$ cat config.mk
export PLATFORM = sky130hd
export DESIGN_NAME = mult_share_arbiter
export DESIGN_NICKNAME = d
export VERILOG_FILES = /design/src/rtl/mult_share_arbiter.sv
export SDC_FILE = /design/constraint.sdc
export NUM_CORES = 1
export LEC_CHECK = 0
export CAP_MARGIN = 15
export CELL_PAD_IN_SITES_DETAIL_PLACEMENT = 1
export CELL_PAD_IN_SITES_GLOBAL_PLACEMENT = 1
export CORE_ASPECT_RATIO = 1.2
export CORE_MARGIN = 3
export CORE_UTILIZATION = 34
export CTS_BUF_LIST = sky130_fd_sc_hd__clkbuf_4 sky130_fd_sc_hd__clkbuf_8 sky130_fd_sc_hd__clkbuf_16
export CTS_CLUSTER_DIAMETER = 40
export DETAILED_ROUTE_END_ITERATION = 8
export PLACE_DENSITY_LB_ADDON = 0.12
export SETUP_SLACK_MARGIN = 0.3
export SLEW_MARGIN = 5
export SYNTH_ARGS = -nofsm -noshare
export SYNTH_HDL_FRONTEND = slang
export SYNTH_SLANG_ARGS = --single-unit
$ cat constraint.sdc
create_clock -name clk -period 5.24 [get_ports clk]
set_input_delay 0.786 -clock clk [delete_from_list [all_inputs] [get_ports clk]]
set_output_delay 0.786 -clock clk [all_outputs]
set_load 0.01 [all_outputs]
$ cat src/rtl/mult_share_arbiter.sv
// Two-requester round-robin front end that time-shares one 4x4 array multiplier.
// Each transaction runs accept -> multiply -> hold response until the owner consumes it.

module full_adder (
  input  logic a,
  input  logic b,
  input  logic cin,
  output logic sum,
  output logic cout
);
  assign sum  = a ^ b ^ cin;
  assign cout = (a & b) | (cin & (a ^ b));
endmodule

module ripple_add4 (
  input  logic [3:0] x,
  input  logic [3:0] y,
  output logic [3:0] sum,
  output logic       cout
);
  logic c1, c2, c3;

  full_adder fa0 (.a(x[0]), .b(y[0]), .cin(1'b0), .sum(sum[0]), .cout(c1));
  full_adder fa1 (.a(x[1]), .b(y[1]), .cin(c1),   .sum(sum[1]), .cout(c2));
  full_adder fa2 (.a(x[2]), .b(y[2]), .cin(c2),   .sum(sum[2]), .cout(c3));
  full_adder fa3 (.a(x[3]), .b(y[3]), .cin(c3),   .sum(sum[3]), .cout(cout));
endmodule

module mult4x4_array (
  input  logic [3:0] a,
  input  logic [3:0] b,
  output logic [7:0] p
);
  logic [3:0] pp0, pp1, pp2, pp3;
  logic [3:0] s1, s2, s3;
  logic       c1, c2, c3;

  assign pp0 = a & {4{b[0]}};
  assign pp1 = a & {4{b[1]}};
  assign pp2 = a & {4{b[2]}};
  assign pp3 = a & {4{b[3]}};

  // Each row adds the next partial product to the running sum shifted down one column.
  ripple_add4 row1 (.x({1'b0, pp0[3:1]}), .y(pp1), .sum(s1), .cout(c1));
  ripple_add4 row2 (.x({c1, s1[3:1]}),    .y(pp2), .sum(s2), .cout(c2));
  ripple_add4 row3 (.x({c2, s2[3:1]}),    .y(pp3), .sum(s3), .cout(c3));

  assign p = {c3, s3, s2[0], s1[0], pp0[0]};
endmodule

module mult_share_arbiter #(
  parameter int RR_INIT = 0
) (
  input  logic       clk,
  input  logic       rst_n,
  input  logic       req0_valid,
  output logic       req0_ready,
  input  logic [3:0] req0_a,
  input  logic [3:0] req0_b,
  output logic       rsp0_valid,
  input  logic       rsp0_ready,
  output logic [7:0] rsp0_p,
  input  logic       req1_valid,
  output logic       req1_ready,
  input  logic [3:0] req1_a,
  input  logic [3:0] req1_b,
  output logic       rsp1_valid,
  input  logic       rsp1_ready,
  output logic [7:0] rsp1_p,
  output logic       busy
);
  typedef enum logic [1:0] {IDLE, MUL, RSP} state_t;

  state_t     state, state_next;
  logic       rr_ptr;
  logic       owner;
  logic [3:0] op_a, op_b;
  logic [7:0] result;
  logic [7:0] mult_p;
  logic       grant_valid, grant_id;
  logic       handshake;
  logic       owner_rsp_ready;

  mult4x4_array u_mult (.a(op_a), .b(op_b), .p(mult_p));

  always_comb begin
    grant_valid = 1'b0;
    grant_id    = rr_ptr;
    if (state == IDLE) begin
      if (req0_valid && req1_valid) begin
        grant_valid = 1'b1;
        grant_id    = rr_ptr;
      end else if (req0_valid) begin
        grant_valid = 1'b1;
        grant_id    = 1'b0;
      end else if (req1_valid) begin
        grant_valid = 1'b1;
        grant_id    = 1'b1;
      end
    end
  end

  // Ready is masked by rst_n so it drops the instant reset asserts.
  assign req0_ready = rst_n & grant_valid & ~grant_id;
  assign req1_ready = rst_n & grant_valid & grant_id;
  assign handshake  = (req0_valid & req0_ready) | (req1_valid & req1_ready);

  assign owner_rsp_ready = owner ? rsp1_ready : rsp0_ready;

  always_comb begin
    state_next = state;
    case (state)
      IDLE:    if (handshake) state_next = MUL;
      MUL:     state_next = RSP;
      RSP:     if (owner_rsp_ready) state_next = IDLE;
      default: state_next = IDLE;
    endcase
  end

  always_ff @(posedge clk or negedge rst_n) begin
    if (!rst_n) state <= IDLE;
    else        state <= state_next;
  end

  always_ff @(posedge clk or negedge rst_n) begin
    if (!rst_n) begin
      rr_ptr <= 1'(RR_INIT);
      owner  <= 1'b0;
      op_a   <= 4'd0;
      op_b   <= 4'd0;
      result <= 8'd0;
    end else begin
      if (handshake) begin
        owner  <= grant_id;
        rr_ptr <= ~grant_id;
        op_a   <= grant_id ? req1_a : req0_a;
        op_b   <= grant_id ? req1_b : req0_b;
      end
      if (state == MUL) result <= mult_p;
    end
  end

  assign rsp0_valid = (state == RSP) & ~owner;
  assign rsp1_valid = (state == RSP) & owner;
  assign rsp0_p     = rsp0_valid ? result : 8'd0;
  assign rsp1_p     = rsp1_valid ? result : 8'd0;
  assign busy       = (state != IDLE);
endmodule

==> impl_metrics.toml <==
# physical design summary
[outcome]
status = "complete, no violations"

[cells_and_area]
largestRegisters = "result (8), op_a (4), op_b (4)"
largestClassByArea = "combinational gates"
drive_above_1_share = 0.0568
inv_count = 12
sh_comb_area = 0.399
nets = 212
largest-register = "result"
utilization = 0.518
layout.cells.most_common_list = "clkdlybuf4s50_1 (42), and2_1 (24), nand2_1 (21)"
area.combinational_um2 = 719
buffers_excl_clock = 44
seq_area_um2 = 500
lay_top_count = "clkdlybuf4s50_1"
antennaDiodeCount = 0
clock_tree_area_fraction = 0.0229
seq_share = 0.277
syn_to_final_growth_pct = 40.1
comb_cells = 97
buffer_area_frac = 0.241
stdcell_area_mm2 = 0.00180
fillers = 414
fin_cells = 226
clkbuf_count = 3

[timing]
slew_headroom = 0.676
setup_viol_count_final = 0
setup_ws_ns = 1.07
fin_crit_sh = 0.796
drv_slew = 0
tightestPinTransition_ns = 0.486
tns_ns = 0
period_needed_ns = 4.17
holdWs_ns = 0.485
final.setup_skew_ns = 0.00216
max_freq_mhz = 240

[global_routing]
grt_overflow_total = 0
antenna_found_initial = 0
grt_max_degree = 22
grt.total_usage = 0.122

[synth]
yosysTopAreaCell = "dfrtp_1"
yosysSeqAreaShare = 0.389
top_logic_kind = "simple AND/OR/NAND/NOR gates"
edf_count = 0
ys_area_mm2 = 0.00129
synth-compound-area-share = 0.0768
synth.avg_cell_area_um2 = 9.68
yosys_warnings = 0
area_leaders = "dfrtp_1 (39%), fa_1 (12%), and2_1 (12%), mux2i_1 (6.2%), nand2_1 (6.1%)"
numSynthFlops = 20
synth-main-ff-cell = "dfrtp_1"
yosysUniqueCellTypes = 23
common_cells = "and2_1 (24), nand2_1 (21), dfrtp_1 (20)"
top_area_frac = 0.389
fp_nets = 167
synth.most_common_cell = "and2_1"
ys_cells = 133
xor_share = 0
netlist_area_mm2 = 0.00129
ys_async_sr_fraction = 1.00
synthCells = 133
mux_share = 0.0972

[cts]
cts_resized = 0
cts.clk_slew.worst_paths_ns = 0.07
htreeDepth = 1
cts.path.max_buffers = 2
postCtsSetupBuffers = 0
numCtsBuffers = 3
cts-root-buf = "clkbuf_8"
cts_hold_buf = 0
cts_sinks = 20
cts_tree = "built"

[critical_path]
critPathKind = "reg2reg"
critPathTopFamily = "adder cells"
critPathLaunchType = "flip-flop"
r2r_setup_slack_ns = 1.07
r2r_start = "op_a[0]"
endpoint_kind = "flip-flop"
crit_slowest_cell = "fa_1"
cp-endpoint = "result[6]"
crit_path_cell_trace = "and2_1, ha_1, inv_1, fa_1, fa_1, inv_1, fa_1, fa_1, inv_1, fa_1, fa_1, fa_1, o21ai_0"
cp_num_buf_inv = 3
crit_arrival_ns = 4.29
cpPeakStageDelay_ns = 0.49
cp_max_fo = 5
crit_path_start = "op_a[0]"

[drt]
drc = 0
detail-route-antenna-nets = 0
vias_per_cell = 4.46
met3_length_um = 135
drt_iter0_drc = 18
firstDrtPassIters = 2
met1_length_mm = 1.10
wl_met2_mm = 1.44
wl_per_cell_um = 11.9

[hold_path]
hold_depth = 2
hp-start = "result[5]"

[placement]
numPortBuffers = 42
dpl_worst_slack_ns = 1.06
gp_congestion = 0.730
dp_hpwl_mm = 2.23

[floorplan]
fp.dieW_um = 62.2
std_cell_rows = 23
tap-cell-count = 50
die_y_um = 73.4
io_pins = 43
fp_util = 0.370
coreArea_mm2 = 0.00348
die_area_mm2 = 0.00456

[pwr]
power_leakage_nw = 0.811
clk-power_uw = 99.3
p_int_uw = 460
sw_frac_of_total = 0.392
pwr-share-clk = 0.131
p_seq_frac = 0.376
power-top-group = "combinational logic"
irDropWorstVdd_v = 0.000160
power.switching_uw = 297
power.density_mw_per_mm2 = 420
power.total_uw = 758
p_seq_uw = 285
p_comb_frac = 0.493

[job]
warnings = 26
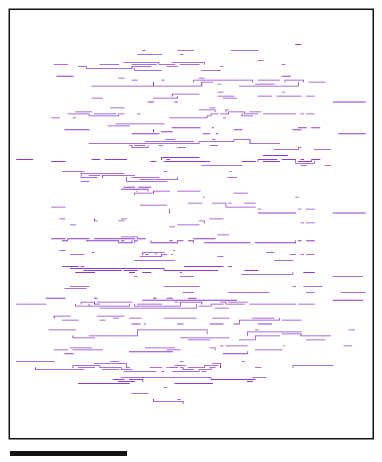
Figure 1: met1 routing.
Bar = 20 um.
nets with wire on the layer: 178
wire length on this layer: 1100 um
main direction: horizontal
longest straight run: 18.9 um
met1 Resource Use GR: 0.134
Vias: 1008
DRT Wirelength: 2.68 mm

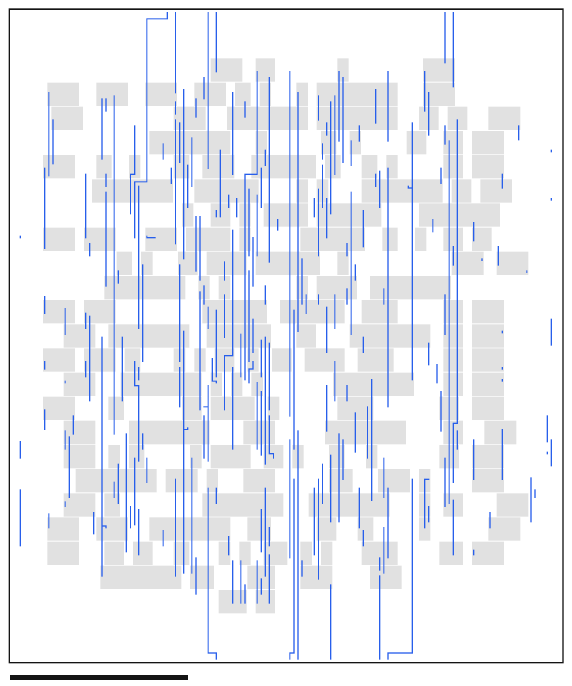
Figure 2: M2 wires.
Bar = 20 um.
share of all routed wire: 54%
main direction: vertical
nets with wire on the layer: 171
Global Route met2 Usage: 0.242

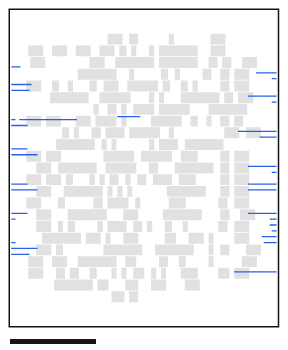
Figure 3: the metal 3 layer.
Bar = 20 um.
nets with wire on the layer: 32
longest straight run: 13.1 um
wire length on this layer: 135 um
met3 usage: 0.0168

Power figures rest on the tool's default switching activity, not on a simulated workload.
